==> src/rtl/tile_sequencer_if.sv <==
// Instruction, load/compute control and result-row handshake bundle for tile_sequencer.
// Latency: none (wiring only). Backpressure: out_ready from the sink, rd_nxt_inst pops the instruction buffer.
// master = sequencer side, slave = instruction buffer / array / result sink side.
interface tile_sequencer_if #(
    parameter int ARRAY_N = 4
);
    localparam int IW = $clog2(ARRAY_N);

    logic          instr_valid;
    logic          start;
    logic          last;
    logic          out_ready;
    logic          rd_nxt_inst;
    logic          ld_en;
    logic [IW-1:0] ld_idx;
    logic          comp_en;
    logic          out_wr_en;
    logic [IW-1:0] out_row;
    logic          busy;
    logic          done;

    modport master (
        input  instr_valid, start, last, out_ready,
        output rd_nxt_inst, ld_en, ld_idx, comp_en, out_wr_en, out_row, busy, done
    );

    modport slave (
        output instr_valid, start, last, out_ready,
        input  rd_nxt_inst, ld_en, ld_idx, comp_en, out_wr_en, out_row, busy, done
    );
endinterface

==> src/rtl/tile_sequencer.sv <==
// Sequences one systolic tile: ARRAY_N load cycles, 3*ARRAY_N-2 compute cycles, ARRAY_N drained rows, then pop.
// Latency: 20 cycles from start acceptance to done at ARRAY_N=4 with the sink always ready.
// Backpressure: DRAIN holds row index and state while out_ready is low. Optional TILE_SEQ_PERF_CNT_EN adds tile_cycles.
module tile_sequencer #(
    parameter int ARRAY_N = 4
) (
    input  logic                   clk,
    input  logic                   rst,
    tile_sequencer_if.master       bus
`ifdef TILE_SEQ_PERF_CNT_EN
    ,
    output logic [31:0]            tile_cycles
`endif
);
    localparam int IW = $clog2(ARRAY_N);
    localparam int CW = $clog2(3 * ARRAY_N);

    localparam logic [CW-1:0] ROW_LAST = CW'(ARRAY_N - 1);
    localparam logic [CW-1:0] CMP_LAST = CW'(3 * ARRAY_N - 3);

    typedef enum logic [2:0] {
        ST_IDLE    = 3'd0,
        ST_LOAD    = 3'd1,
        ST_COMPUTE = 3'd2,
        ST_DRAIN   = 3'd3,
        ST_NEXT    = 3'd4,
        ST_DONE    = 3'd5
    } state_t;

    state_t        state_q, state_d;
    logic [CW-1:0] cnt_q, cnt_d;
    logic          last_q, last_d;

    logic          rd_nxt_inst;
    logic          ld_en;
    logic [IW-1:0] ld_idx;
    logic          comp_en;
    logic          out_wr_en;
    logic [IW-1:0] out_row;
    logic          busy;
    logic          done;

    always_ff @(posedge clk or negedge rst) begin
        if (!rst) begin
            state_q <= ST_IDLE;
            cnt_q   <= '0;
            last_q  <= 1'b0;
        end else begin
            state_q <= state_d;
            cnt_q   <= cnt_d;
            last_q  <= last_d;
        end
    end

    always_comb begin
        state_d     = state_q;
        cnt_d       = cnt_q;
        last_d      = last_q;
        rd_nxt_inst = 1'b0;
        ld_en       = 1'b0;
        ld_idx      = '0;
        comp_en     = 1'b0;
        out_wr_en   = 1'b0;
        out_row     = '0;
        busy        = (state_q != ST_IDLE);
        done        = 1'b0;

        unique case (state_q)
            ST_IDLE: begin
                // rst gate keeps the NOP pop quiet while reset is held with an instruction pending
                if (bus.instr_valid && rst) begin
                    if (bus.start) begin
                        state_d = ST_LOAD;
                        last_d  = bus.last;
                        cnt_d   = '0;
                    end else begin
                        rd_nxt_inst = 1'b1;
                    end
                end
            end
            ST_LOAD: begin
                ld_en  = 1'b1;
                ld_idx = cnt_q[IW-1:0];
                if (cnt_q == ROW_LAST) begin
                    state_d = ST_COMPUTE;
                    cnt_d   = '0;
                end else begin
                    cnt_d = cnt_q + 1'b1;
                end
            end
            ST_COMPUTE: begin
                comp_en = 1'b1;
                if (cnt_q == CMP_LAST) begin
                    state_d = ST_DRAIN;
                    cnt_d   = '0;
                end else begin
                    cnt_d = cnt_q + 1'b1;
                end
            end
            ST_DRAIN: begin
                out_row = cnt_q[IW-1:0];
                if (bus.out_ready) begin
                    out_wr_en = 1'b1;
                    if (cnt_q == ROW_LAST) begin
                        state_d = ST_NEXT;
                        cnt_d   = '0;
                    end else begin
                        cnt_d = cnt_q + 1'b1;
                    end
                end
            end
            ST_NEXT: begin
                rd_nxt_inst = 1'b1;
                state_d     = last_q ? ST_DONE : ST_IDLE;
            end
            ST_DONE: begin
                done    = 1'b1;
                last_d  = 1'b0;
                state_d = ST_IDLE;
            end
            default: begin
                state_d = ST_IDLE;
                cnt_d   = '0;
                last_d  = 1'b0;
            end
        endcase
    end

    assign bus.rd_nxt_inst = rd_nxt_inst;
    assign bus.ld_en       = ld_en;
    assign bus.ld_idx      = ld_idx;
    assign bus.comp_en     = comp_en;
    assign bus.out_wr_en   = out_wr_en;
    assign bus.out_row     = out_row;
    assign bus.busy        = busy;
    assign bus.done        = done;

`ifdef TILE_SEQ_PERF_CNT_EN
    logic [31:0] tc_q, tc_d;

    always_ff @(posedge clk or negedge rst) begin
        if (!rst) begin
            tc_q <= '0;
        end else begin
            tc_q <= tc_d;
        end
    end

    // Counts LOAD entry through the NEXT cycle; DONE and IDLE leave the value visible.
    always_comb begin
        tc_d = tc_q;
        if (state_q == ST_IDLE && state_d == ST_LOAD) begin
            tc_d = '0;
        end else if ((state_q == ST_LOAD) || (state_q == ST_COMPUTE) ||
                     (state_q == ST_DRAIN) || (state_q == ST_NEXT)) begin
            if (tc_q != 32'hFFFF_FFFF) begin
                tc_d = tc_q + 32'd1;
            end
        end
    end

    assign tile_cycles = tc_q;
`endif
endmodule

==> src/flat_wrapper.sv <==
// flat-port wrapper written by rule: the top's interface ports become plain ports
module tile_sequencer_flat 
#(
    parameter int ARRAY_N = 4
)
  (clk, rst, bus_instr_valid, bus_start, bus_last, bus_out_ready, bus_rd_nxt_inst, bus_ld_en, bus_ld_idx, bus_comp_en, bus_out_wr_en, bus_out_row, bus_busy, bus_done);
  tile_sequencer_if #(.ARRAY_N(ARRAY_N)) bus_i ();
  input  logic clk;
  input  logic rst;
  input wire logic [$bits(bus_i.instr_valid)-1:0] bus_instr_valid;
  input wire logic [$bits(bus_i.start)-1:0] bus_start;
  input wire logic [$bits(bus_i.last)-1:0] bus_last;
  input wire logic [$bits(bus_i.out_ready)-1:0] bus_out_ready;
  output wire logic [$bits(bus_i.rd_nxt_inst)-1:0] bus_rd_nxt_inst;
  output wire logic [$bits(bus_i.ld_en)-1:0] bus_ld_en;
  output wire logic [$bits(bus_i.ld_idx)-1:0] bus_ld_idx;
  output wire logic [$bits(bus_i.comp_en)-1:0] bus_comp_en;
  output wire logic [$bits(bus_i.out_wr_en)-1:0] bus_out_wr_en;
  output wire logic [$bits(bus_i.out_row)-1:0] bus_out_row;
  output wire logic [$bits(bus_i.busy)-1:0] bus_busy;
  output wire logic [$bits(bus_i.done)-1:0] bus_done;
  assign bus_i.instr_valid = bus_instr_valid;
  assign bus_i.start = bus_start;
  assign bus_i.last = bus_last;
  assign bus_i.out_ready = bus_out_ready;
  assign bus_rd_nxt_inst = bus_i.rd_nxt_inst;
  assign bus_ld_en = bus_i.ld_en;
  assign bus_ld_idx = bus_i.ld_idx;
  assign bus_comp_en = bus_i.comp_en;
  assign bus_out_wr_en = bus_i.out_wr_en;
  assign bus_out_row = bus_i.out_row;
  assign bus_busy = bus_i.busy;
  assign bus_done = bus_i.done;
  tile_sequencer #(.ARRAY_N(ARRAY_N)) u_core (.clk(clk), .rst(rst), .bus(bus_i));
endmodule
==> config.mk <==
export PLATFORM = sky130hd
export DESIGN_NAME = tile_sequencer_flat
export DESIGN_NICKNAME = d
export VERILOG_FILES = /design/src/rtl/tile_sequencer_if.sv /design/src/rtl/tile_sequencer.sv /design/src/flat_wrapper.sv
export SDC_FILE = /design/constraint.sdc
export NUM_CORES = 1
export LEC_CHECK = 0
export ABC_AREA = 1
export CORE_MARGIN = 2
export CORE_UTILIZATION = 44
export CTS_BUF_LIST = sky130_fd_sc_hd__clkbuf_2 sky130_fd_sc_hd__clkbuf_4 sky130_fd_sc_hd__clkbuf_8
export DETAILED_ROUTE_END_ITERATION = 10
export HOLD_SLACK_MARGIN = 0.1
export PLACE_DENSITY = 0.83
export SLEW_MARGIN = 20
export SYNTH_ARGS = -nofsm -noshare
export SYNTH_HDL_FRONTEND = slang
export SYNTH_SLANG_ARGS = --single-unit
==> constraint.sdc <==
create_clock -name clk -period 1 [get_ports clk]
set_input_delay 0.1 -clock clk [delete_from_list [all_inputs] [get_ports clk]]
set_output_delay 0.1 -clock clk [all_outputs]
set_load 0.005 [all_outputs]
Run 1, logic cells by family:
Scale: 12 px per um.
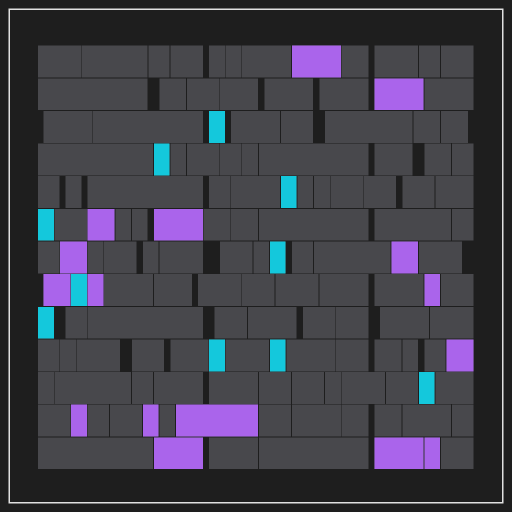
legend:
  inverters:
    color: cyan
    cells: 10
  NOR gates:
    color: purple
    cells: 16

Run 1, placed standard cells:
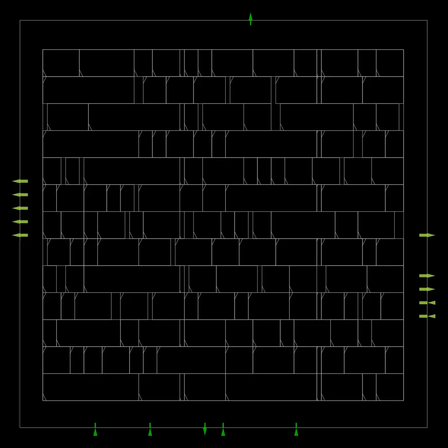
Non-Filler Instances: 156
Rows: 13
post-layout util: 96.8%

==> impl_metrics.tcl, run 1 <==
# flow metrics
set metrics [dict create \
    cts_resized 80 \
    syn_nets 96 \
    setup_viol 18 \
    p_sw_share_pct 49.3 \
    ys_cells 88 \
    cts_sinks 8 \
    setup_ws_ns -0.549 \
    wirelength_um 3470 \
    status "finished, violations left" \
    drv_cap 0 \
    netlist-cell-type-count 21 \
    cp_slowest_cell "dfrtp_2" \
    comb_area_um2 541 \
    critPathMaxFanout 4 \
    violations "setup timing" \
    ys_sh_adder_pct 4.15 \
    synth-edff-count 0 \
    met2WireLength_um 1720 \
    tool_warnings 31 \
    nFlopsAndLatches 8 \
    cp_num_cells 7 \
    dp.cells 136 \
    final_antenna_net_count 0 \
    largest_register_ffs 4 \
    fin_skew_ns 0.00331 \
    p_int_mw 2.20 \
    sh_comb_area_pct 43.5 \
    max_freq_mhz 646 \
    grt_setup_unrepaired "true" \
    p_leak_nw 0.620 \
    htree_levels 1 \
]
Run 1, cells by drive strength:
Scale: 12 px per um.
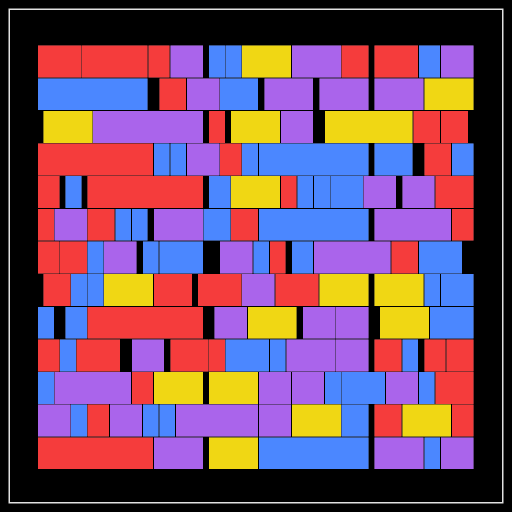
legend:
  _0 and _1 cells:
    color: blue
    cells: 47
  _2 cells:
    color: red
    cells: 42
  _6 and larger:
    color: yellow
    cells: 16
  _3 and _4 cells:
    color: purple
    cells: 36

-- run 1: worst min path at each step --
stage	slack (ns)	startpoint	end	cells after the start
6_report	0.26	rst	u_core.last_q$_DFFE_PN0P_	2
2_1_floorplan	-0.20	rst	u_core.cnt_q[0]$_DFFE_PN0P_	0
4_1_cts	0.23	rst	u_core.last_q$_DFFE_PN0P_	2
3_3_place_gp	0.50	rst	u_core.last_q$_DFFE_PN0P_	2
5_1_grt	0.27	rst	u_core.last_q$_DFFE_PN0P_	2
3_5_place_dp	0.51	rst	u_core.last_q$_DFFE_PN0P_	2
-- run 1: metrics by stage --
step	setup WS, ns	instance area [um2]	utilization, %	setup TNS [ns]	total power, mW
2_1_floorplan	-0.118	629	-	-0.626	1.59
3_3_place_gp	-0.443	933	72.6	-5.91	2.38
3_5_place_dp	-0.493	933	72.6	-6.35	2.45
4_1_cts	-0.313	1140	89.1	-4.91	3.54
5_1_grt	-0.628	1240	96.8	-7.93	4.49
6_report	-0.549	1240	96.8	-7.29	4.34
-- run 1: synth_stat cells, types with 2 or more instances --
library cell  number  area, um2
ha_1               2       25.0
inv_1              8       30.0
o21ai_1            2       10.0
nand3_1           11       55.1
inv_2              2       7.51
nand2_2            3       18.8
o21ai_0            2       10.0
dfrtp_1            8        200
nor2_1            10       37.5
nor2_2             5       31.3
nand2_1           25       93.8
-- run 1: layout by cell type, fill, tap and decap left out, types with 3 or more instances in the layout --
master,n
nand3_2,5
buf_6,15
nand3_4,3
nand2_1,17
buf_2,10
clkdlybuf4s50_1,5
buf_4,19
o21ai_2,3
nor2_2,5
nand3_1,4
nor2_1,5
inv_2,5
clkbuf_4,4
dfrtp_1,4
dfrtp_2,4
nor2_4,5
inv_1,5
nand2_2,8
nand2_4,3
==> run 1 -> run 2 <==
Settings changed: CORE_AREA set to 2 2 39 41, CORE_MARGIN 2 to not set, CORE_UTILIZATION 44 to not set, DIE_AREA set to 0 0 41 43, PLACE_DENSITY 0.83 to 0.82.
Clock period 1 ns to 1.91 ns, I/O delays scaled along.
Run 2, port wiring:
Scale: 6 px per um.
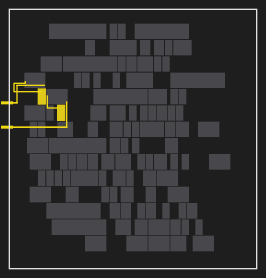
legend:
  bus_ld_idx:
    color: yellow
    bits: 2
    direction: output
    end_cells: 2
    buffers: 2
    wire: 33.4 um

==> impl_metrics.tcl, run 2 <==
# flow metrics
set metrics [dict create \
    critPathMaxFanout 7 \
    report.final.slew_viol_count 0 \
    dpl_cell_area_um2 781 \
    synth-edff-count 0 \
    largest_register_ffs 4 \
    netlist-cell-type-count 21 \
    wirelength_um 1370 \
    drv_cap 0 \
    tool_warnings 27 \
    fin_skew_ns 0.00354 \
    top_cells_by_count "nand2_1 (25), nand3_1 (11), nor2_1 (10)" \
    synth_area_leader_cell "dfrtp_1" \
    final_antenna_net_count 0 \
    yosysMostFrequentCell "nand2_1" \
    lay_top_count "nand2_1" \
    synth_top_area_share_pct 33.2 \
    cts_sinks 8 \
    max_freq_mhz 545 \
    p_total_mw 1.19 \
    instances_no_fill 124 \
    area_leaders "dfrtp_1 (33%), nand2_1 (16%), nand3_1 (9.1%)" \
    final_cell_mix "nand2_1 (25), clkdlybuf4s50_1 (15), nand3_1 (11)" \
    dp_worst_setup_slack_ns 0.297 \
    fin_util_pct 58.8 \
    tns_ns 0 \
    period_needed_ns 1.83 \
    status "completed" \
    met2WireLength_um 682 \
    setup_viol 0 \
    finalInstanceArea_um2 813 \
    ys_cells 88 \
]
Run 2, placed standard cells:
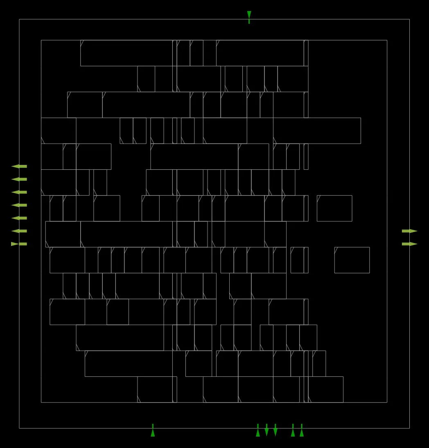
flop count: 8
Core Area: 1380 um2

==> run 2: netlist changes by cell type in the layout (fill, tap and decap cells not counted), sizes merged <==
| cell | before | now |
|---|---|---|
| clkdlybuf4s50 | 5 | 15 |
| buf | 44 | 2 |
| clkbuf | 4 | 3 |
==> run 2: power by group <==
group          switching (mW)  leakage (nW)  internal, mW
Sequential             0.0766         0.102         0.236
Clock                  0.0551        0.0138        0.0718
Combinational           0.428         0.293         0.321
Total                   0.560         0.408         0.629
==> run 2: area by class of cell <==
cell class	instances	area, um2	share of cell area, %
Timing Repair Buffer	17	165	20.3
Inverter	10	37.5	4.62
Tap cell	16	20.0	2.46
Clock buffer	3	22.5	2.77
Sequential cell	8	203	24.9
Multi-Input combinational cell	70	365	44.9
==> run 2: repair_timing <==
action / 4_1_cts / 5_1_grt
hold buffers: 0 / 0
endpoints found under the setup margin: 0 / 4
endpoints found under the hold margin: 0 / 0
resized: 0 / 2
setup buffers: 0 / 1
==> run 2: cell families after synthesis <==
kind of cell / after synthesis / synth area share, %
compound gates: 7 / 6.43
xor+xnor: 2 / 2.91
fa+ha+maj: 2 / 4.15
buf+inv: 10 / 6.22
flops: 8 / 33.2
simple gates: 59 / 47.1
==> run 2: how the worst max path moves through the flow <==
stage | startpoint | endpoint | cells after the start
floorplan | u_core.state_q[2]$_DFFE_PN0P_ | u_core.state_q[1]$_DFFE_PN0P_ | 8
global placement | bus_instr_valid | bus_rd_nxt_inst | 4
detailed placement | bus_instr_valid | bus_rd_nxt_inst | 4
CTS | u_core.state_q[0]$_DFFE_PN0P_ | bus_ld_idx[0] | 5
global route | u_core.state_q[2]$_DFFE_PN0P_ | bus_ld_idx[0] | 4
finish | u_core.state_q[2]$_DFFE_PN0P_ | bus_out_row[0] | 4
Power figures rest on the tool's default switching activity, not on a simulated workload.
